### src/rtl/fetch_seq_pkg.sv
// ---------------------------------------------------------------------------
// fetch_seq_pkg
//
// Shared definitions for the fetch/execute sequencer:
//   - fetch_state_e : sequencer FSM states
//   - npc_sel_e     : which source the next program counter is taken from
//   - DEFAULT_RESET_PC : program counter value loaded while reset is held
// ---------------------------------------------------------------------------
package fetch_seq_pkg;

    // PC value loaded on reset unless the top is parameterised otherwise
    localparam logic [31:0] DEFAULT_RESET_PC = 32'd0;

    // Sequencer states. IDLE is only ever entered through reset.
    typedef enum logic [2:0] {
        IDLE = 3'd0,
        REQ  = 3'd1,
        RESP = 3'd2,
        EXEC = 3'd3,
        HALT = 3'd4
    } fetch_state_e;

    // Next-PC source, resolved by priority JUMP > BRANCH > SEQ
    typedef enum logic [1:0] {
        SEQ    = 2'd0,
        BRANCH = 2'd1,
        JUMP   = 2'd2
    } npc_sel_e;

endpackage : fetch_seq_pkg

### src/rtl/pc_next_calc.sv
// ---------------------------------------------------------------------------
// pc_next_calc
//
// Purely combinational next program counter. Picks an offset by priority
// (jump, then taken branch, then sequential +1) and adds it to the current
// PC. The PC is word-addressed and all arithmetic wraps modulo 2^32.
//
// Ports:
//   pc             in  32  current program counter
//   jump           in  1   current instruction is a jump
//   jump_addr      in  32  jump offset (added to pc)
//   branch         in  1   current instruction is a branch
//   pc_src         in  1   branch condition is true
//   branch_address in  16  branch offset, zero-extended before the add
//   next_pc        out 32  selected next program counter
// ---------------------------------------------------------------------------
module pc_next_calc
    import fetch_seq_pkg::*;
(
    input  logic [31:0] pc,
    input  logic        jump,
    input  logic [31:0] jump_addr,
    input  logic        branch,
    input  logic        pc_src,
    input  logic [15:0] branch_address,
    output logic [31:0] next_pc
);

    npc_sel_e    sel;
    logic [31:0] offset;

    // Priority select: a jump wins even when a taken branch is also flagged
    always_comb begin
        sel = SEQ;
        if (jump) begin
            sel = JUMP;
        end else if (branch && pc_src) begin
            sel = BRANCH;
        end
    end

    // Offset mux followed by a single shared adder; the branch offset is
    // zero-extended, so a branch can only move the PC forward
    always_comb begin
        offset = 32'd1;
        case (sel)
            JUMP:    offset = jump_addr;
            BRANCH:  offset = {16'b0, branch_address};
            SEQ:     offset = 32'd1;
            default: offset = 32'd1;
        endcase
        next_pc = pc + offset;
    end

endmodule : pc_next_calc

### src/rtl/fetch_sequencer.sv
// ---------------------------------------------------------------------------
// fetch_sequencer
//
// Multi-cycle fetch/execute sequencer owning the core's program counter.
// Issues a fetch over a request/grant/response handshake, captures the
// returned instruction, holds it for the datapath until execution finishes,
// then advances the PC (jump / taken branch / sequential) and counts the
// retired instruction. Supports halting after an instruction retires and
// resuming later.
//
// Ports:
//   clk            in  1       clock, rising edge
//   rst            in  1       asynchronous, active-low reset
//   imem_req       out 1       fetch request (REQ state only)
//   imem_addr      out 32      fetch address, always equal to pc
//   imem_gnt       in  1       memory accepted the request
//   imem_rvalid    in  1       imem_rdata is valid
//   imem_rdata     in  INST_W  returned instruction
//   inst           out INST_W  captured instruction for decode
//   inst_valid     out 1       inst is being executed (EXEC state only)
//   exec_done      in  1       datapath finished; next-PC inputs valid
//   JumpSignal     in  1       current instruction is a jump
//   Jump_addr      in  32      jump offset
//   BranchSignal   in  1       current instruction is a branch
//   PCsrc          in  1       branch condition true
//   branch_address in  16      branch offset, zero-extended
//   halt_req       in  1       halt after the current instruction retires
//   resume         in  1       leave HALT
//   pc             out 32      current program counter
//   halted         out 1       sequencer is in HALT
//   retired        out 32      retired-instruction count (wraps)
// ---------------------------------------------------------------------------
module fetch_sequencer
    import fetch_seq_pkg::*;
#(
    parameter logic [31:0] RESET_PC = DEFAULT_RESET_PC,
    parameter int unsigned INST_W   = 32
) (
    input  logic              clk,
    input  logic              rst,
    output logic              imem_req,
    output logic [31:0]       imem_addr,
    input  logic              imem_gnt,
    input  logic              imem_rvalid,
    input  logic [INST_W-1:0] imem_rdata,
    output logic [INST_W-1:0] inst,
    output logic              inst_valid,
    input  logic              exec_done,
    input  logic              JumpSignal,
    input  logic [31:0]       Jump_addr,
    input  logic              BranchSignal,
    input  logic              PCsrc,
    input  logic [15:0]       branch_address,
    input  logic              halt_req,
    input  logic              resume,
    output logic [31:0]       pc,
    output logic              halted,
    output logic [31:0]       retired
);

    fetch_state_e state_q;
    fetch_state_e state_d;
    logic [31:0]  next_pc;

    // Each condition only has meaning in its own state, so any input seen
    // outside that state is simply ignored
    logic capture_inst;
    logic retire_inst;

    assign capture_inst = (state_q == RESP) && imem_rvalid;
    assign retire_inst  = (state_q == EXEC) && exec_done;

    pc_next_calc u_pc_next_calc (
        .pc             (pc),
        .jump           (JumpSignal),
        .jump_addr      (Jump_addr),
        .branch         (BranchSignal),
        .pc_src         (PCsrc),
        .branch_address (branch_address),
        .next_pc        (next_pc)
    );

    // State register; reset aborts any outstanding fetch immediately
    always_ff @(posedge clk or negedge rst) begin
        if (!rst) begin
            state_q <= IDLE;
        end else begin
            state_q <= state_d;
        end
    end

    // Next-state logic
    always_comb begin
        state_d = state_q;
        case (state_q)
            IDLE: state_d = REQ;
            REQ: begin
                if (imem_gnt) begin
                    state_d = RESP;
                end
            end
            RESP: begin
                if (imem_rvalid) begin
                    state_d = EXEC;
                end
            end
            EXEC: begin
                if (exec_done) begin
                    state_d = halt_req ? HALT : REQ;
                end
            end
            HALT: begin
                if (resume) begin
                    state_d = REQ;
                end
            end
            default: state_d = IDLE;
        endcase
    end

    // Status outputs decode the state register only, so no input reaches
    // them combinationally
    always_comb begin
        imem_req   = (state_q == REQ);
        inst_valid = (state_q == EXEC);
        halted     = (state_q == HALT);
        imem_addr  = pc;
    end

    // Instruction capture, PC update and retire counter. The PC and the
    // counter move on the same edge that leaves EXEC, so the new PC is
    // already on imem_addr in the following REQ cycle.
    always_ff @(posedge clk or negedge rst) begin
        if (!rst) begin
            pc      <= RESET_PC;
            inst    <= '0;
            retired <= '0;
        end else begin
            if (capture_inst) begin
                inst <= imem_rdata;
            end
            if (retire_inst) begin
                pc      <= next_pc;
                retired <= retired + 32'd1;
            end
        end
    end

endmodule : fetch_sequencer

### config.mk
export PLATFORM = sky130hd
export DESIGN_NAME = fetch_sequencer
export DESIGN_NICKNAME = d
export VERILOG_FILES = /design/src/rtl/fetch_seq_pkg.sv /design/src/rtl/pc_next_calc.sv /design/src/rtl/fetch_sequencer.sv
export SDC_FILE = /design/constraint.sdc
export NUM_CORES = 1
export LEC_CHECK = 0
export ABC_AREA = 1
export CAP_MARGIN = 5
export CORE_UTILIZATION = 35
export CTS_BUF_LIST = sky130_fd_sc_hd__clkbuf_4 sky130_fd_sc_hd__clkbuf_8
export CTS_CLUSTER_DIAMETER = 30
export DETAILED_ROUTE_END_ITERATION = 16
export PLACE_DENSITY_LB_ADDON = 0.08
export SYNTH_ARGS = -nofsm -noshare
export SYNTH_HDL_FRONTEND = slang
export SYNTH_HIERARCHICAL = 1
export SYNTH_SLANG_ARGS = --single-unit
export TNS_END_PERCENT = 20
### constraint.sdc
create_clock -name clk -period 1.8 [get_ports clk]
set_input_delay 0.27 -clock clk [delete_from_list [all_inputs] [get_ports clk]]
set_output_delay 0.27 -clock clk [all_outputs]
set_load 0.02 [all_outputs]
### Cell outlines without signal wires

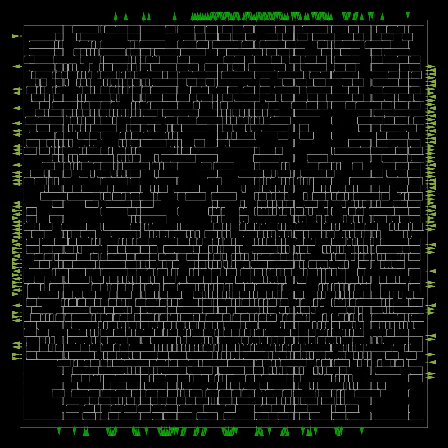
register share of the cell area: 0.211
core area: 0.0203 mm²

### Routed clock nets over the placement

Bar = 50 µm.
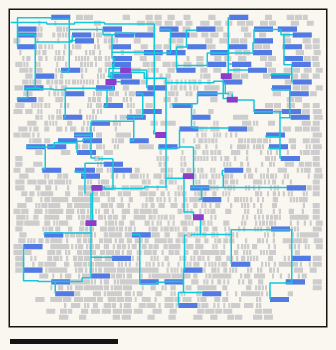
Purple is cells driving clock nets, count 9. Blue is flip-flops, count 99. Cyan is clock wires, length 1640 µm.
Position of the flops: spread over the die. There are 10 routed clock nets.
clock power share: 0.102
Latency at later pin: 0.39 ns
skew final: 0.0199 ns
Power Clock: 1500 µW

### Ports around the boundary

Pins as bars across the die edge, other pins in gray.
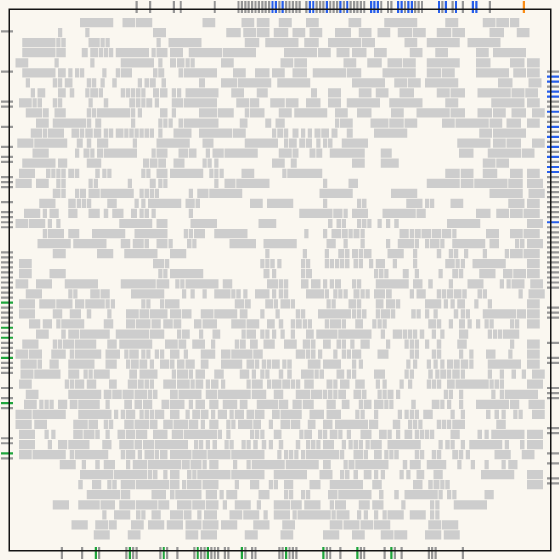
Orange is rst, pins 1, direction input, edge top. Green is branch_address, pins 16, direction input, edge 10 bottom, 6 left. Blue is imem_rdata, pins 32, direction input, edge 20 top, 12 right.
die height: 146 µm
Die Width: 146 µm
input/output buffers: 220

### The metal 3 layer

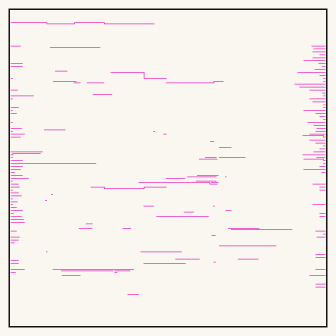
The longest straight run is 39.3 µm. The layer holds 4.9% of the routed length. 144 nets have wire on it. The wires run mostly horizontal. The layer carries 1120 µm of wire.
Total Routed Length: 22900 µm
vias: 7604
met3 GRT Util: 0.0328

### Placement density heat map

The die is cut into 15 by 15 equal tiles; white is low, dark blue is high, 0 to 100% covered.
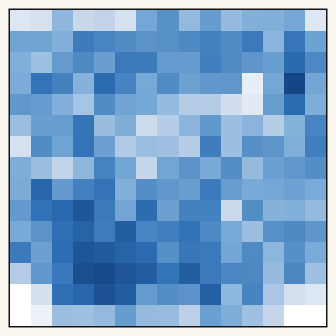
11% of the tiles are over 75% full. The emptiest ninth of the die: lower right. The mean over all tiles is 54%. The fullest tile reaches 91%. 1.8% of the tiles are nearly empty. The densest ninth of the die: bottom center.
fp_density: 0.359
final core occ: 0.580

==> impl_metrics.env <==
# source this file to load flow results
export IMPL_period_used=1.07
export IMPL_outcome="finished, violations left"
export IMPL_slew_headroom=0.703
export IMPL_log_warning_count=29
export IMPL_fp_row_count=52
export IMPL_period_needed_ns=1.93
export IMPL_clockRootBuffer="clkbuf_8"
export IMPL_ys_warn_count=6
export IMPL_flop_cell="dfrtp_1"
export IMPL_peakVddDrop_mv=0.666
export IMPL_mostFrequentLayoutCells="nand2_1 (370), inv_1 (169), clkdlybuf4s50_1 (140)"
export IMPL_reg2reg_slack_ns=-0.09
export IMPL_ys_sh_adder=0.0578
export IMPL_worstPathMaxFanout=8
export IMPL_crit_required_ns=2.10
export IMPL_aoi_share=0.0344
export IMPL_grt_overflow_total=0
export IMPL_clk_path_buf_depth=2
export IMPL_layoutNonFillerInstCount=1666
export IMPL_worst_r2r_cell_count=11
export IMPL_whs_ns=0.350
export IMPL_max_freq_mhz=517
export IMPL_hold_violations=0
export IMPL_grt_max_degree=46
export IMPL_end_kind="flop"
export IMPL_timing_rr_start="imem_addr[7]"
export IMPL_synth_area_yosys_mm2=0.00728
export IMPL_wl_per_cell_um=13.8
export IMPL_lay_top_count="nand2_1"
export IMPL_p_total_uw=14800
export IMPL_nets=1514
export IMPL_timing_rr_end="imem_addr[13]"
export IMPL_avgViaCountPerCell=4.56
export IMPL_ys_seq_share=0.340
export IMPL_violations="setup timing"
export IMPL_synth_avg_cell_area_um2=6.78
export IMPL_h_tree_depth=3
export IMPL_fin_area_mm2=0.0118
export IMPL_grt_usage=0.216
export IMPL_clock_sinks=99
export IMPL_synth_xor_area_share=0.0445
export IMPL_maxCapViolations=0
export IMPL_rsz0062_at_grt="yes"
export IMPL_antenna_found_initial=0
export IMPL_cp_start_kind="input port"
export IMPL_simple_gate_share=0.335
export IMPL_setup_ws_ns=-0.134
export IMPL_chip_area_mm2=0.0214
export IMPL_ys_async_sr_fraction=1.00
export IMPL_slew_viol_final=0
export IMPL_worst_slew_pin_slew_ns=0.445
export IMPL_area_delta_synth_final_pct=61.9
export IMPL_place_inst=1621
export IMPL_arrival_ns=2.24
export IMPL_drc_errors=0
export IMPL_setup_violations_final=21
export IMPL_worstSetupPathType="input port to flop"
export IMPL_cts_tree="yes"
export IMPL_edf_count=0
export IMPL_synthTopLogicFamily="simple AND/OR/NAND/NOR gates"
export IMPL_numCtsBuffers=9
[per-layer routing]
layer,vias to the layer above,share of wire,GRT usage
li1,3882,-,-
met1,3506,0.48,0.303
met2,195,0.46,0.350
met3,21,0.049,0.0328
met4,0,0.012,0.0469
met5,-,0,0
[cells by family after synthesis]
| logic type | count (synthesis) |
|---|---|
| XOR/XNOR | 37 |
| multiplexers | 32 |
| adder cells (fa/ha/maj) | 33 |
| AND-OR/OR-AND | 47 |
| flip-flops | 99 |
| buffers and inverters | 227 |
| AND/OR/NAND/NOR | 598 |
[report_power, final]
| group | total, µW | switching (µW) | leakage (µW) | internal (µW) |
|---|---|---|---|---|
| registers | 3520 | 553 | 0.00124 | 2970 |
| logic | 9760 | 4930 | 0.00558 | 4820 |
| clock network | 1500 | 962 | 0.0000989 | 539 |
[critical path, stage by stage]
cell and delay, ns:
buf_12 0.11, inv_12 0.05, nand3_4 0.15, buf_4 0.19, o21ai_4 0.16, ha_4 0.23
buf_6 0.12, nand2_4 0.05, inv_2 0.04, nand2_2 0.04, nand2_2 0.06, buf_6 0.12
a21oi_4 0.15, nand2_4 0.10, buf_4 0.14, xor2_1 0.14, nand2_1 0.07, nand2_1 0.05
[through the flow]
step | setup slack, ns | setup TNS (ns)
after floorplan | -0.223 | -2.33
after global placement | -1.02 | -27.56
after detailed placement | -1.04 | -28.46
after CTS | -0.149 | -2.69
after global routing | -0.237 | -3.77
final | -0.134 | -1.19
[worst max path at each step]
stage | start | end | slack [ns] | cells past startpoint
4_1_cts | JumpSignal | imem_addr[20] | -0.15 | 19
5_1_grt | JumpSignal | imem_addr[20] | -0.24 | 18
2_1_floorplan | JumpSignal | imem_addr[28] | -0.22 | 17
3_5_place_dp | JumpSignal | imem_addr[27] | -1.04 | 18
6_report | JumpSignal | imem_addr[13] | -0.13 | 18
3_3_place_gp | JumpSignal | imem_addr[27] | -1.02 | 19
[cell usage after synthesis (3+ instances only)]
master / instances / share of area
nand2_1: 426 / 0.22
inv_1: 177 / 0.091
dfrtp_1: 99 / 0.34
nor2_1: 80 / 0.041
nand3_1: 44 / 0.030
buf_4: 33 / 0.034
ha_1: 32 / 0.055
mux2_2: 32 / 0.050
xor2_1: 24 / 0.029
o21ai_0: 21 / 0.014
a21oi_1: 20 / 0.014
nand4_1: 16 / 0.014
xnor2_1: 13 / 0.016
nand2_2: 11 / 0.0095
nor3_1: 9 / 0.0062
clkbuf_1: 7 / 0.0036
buf_2: 4 / 0.0028
buf_6: 4 / 0.0062
nand3b_1: 3 / 0.0031
o21bai_1: 3 / 0.0031
[area by class of cell]
class	instances	area, µm²	share of cell area
sequential	99	2480	0.211
timing repair buffer	354	3530	0.300
clock inverter	7	67.6	0.00574
tap	270	338	0.0287
multi-input combinational	748	4550	0.386
clock buffer	9	124	0.0105
inverter	179	687	0.0583
[registers in the layout, summed over array words and instances (netlist names)]
name and flops:
imem_addr 32, inst 32, retired 32, state_q 3
[timing repair]
action                                 in CTS  in global routing
hold buffers                                1                  0
setup buffers                               8                 21
endpoints found under the hold margin      28                  0
cloned                                      1                  0
resized                                    75                224
setup endpoints to repair                  47                100
pin swaps                                  26                 69
Power figures rest on the tool's default switching activity, not on a simulated workload.
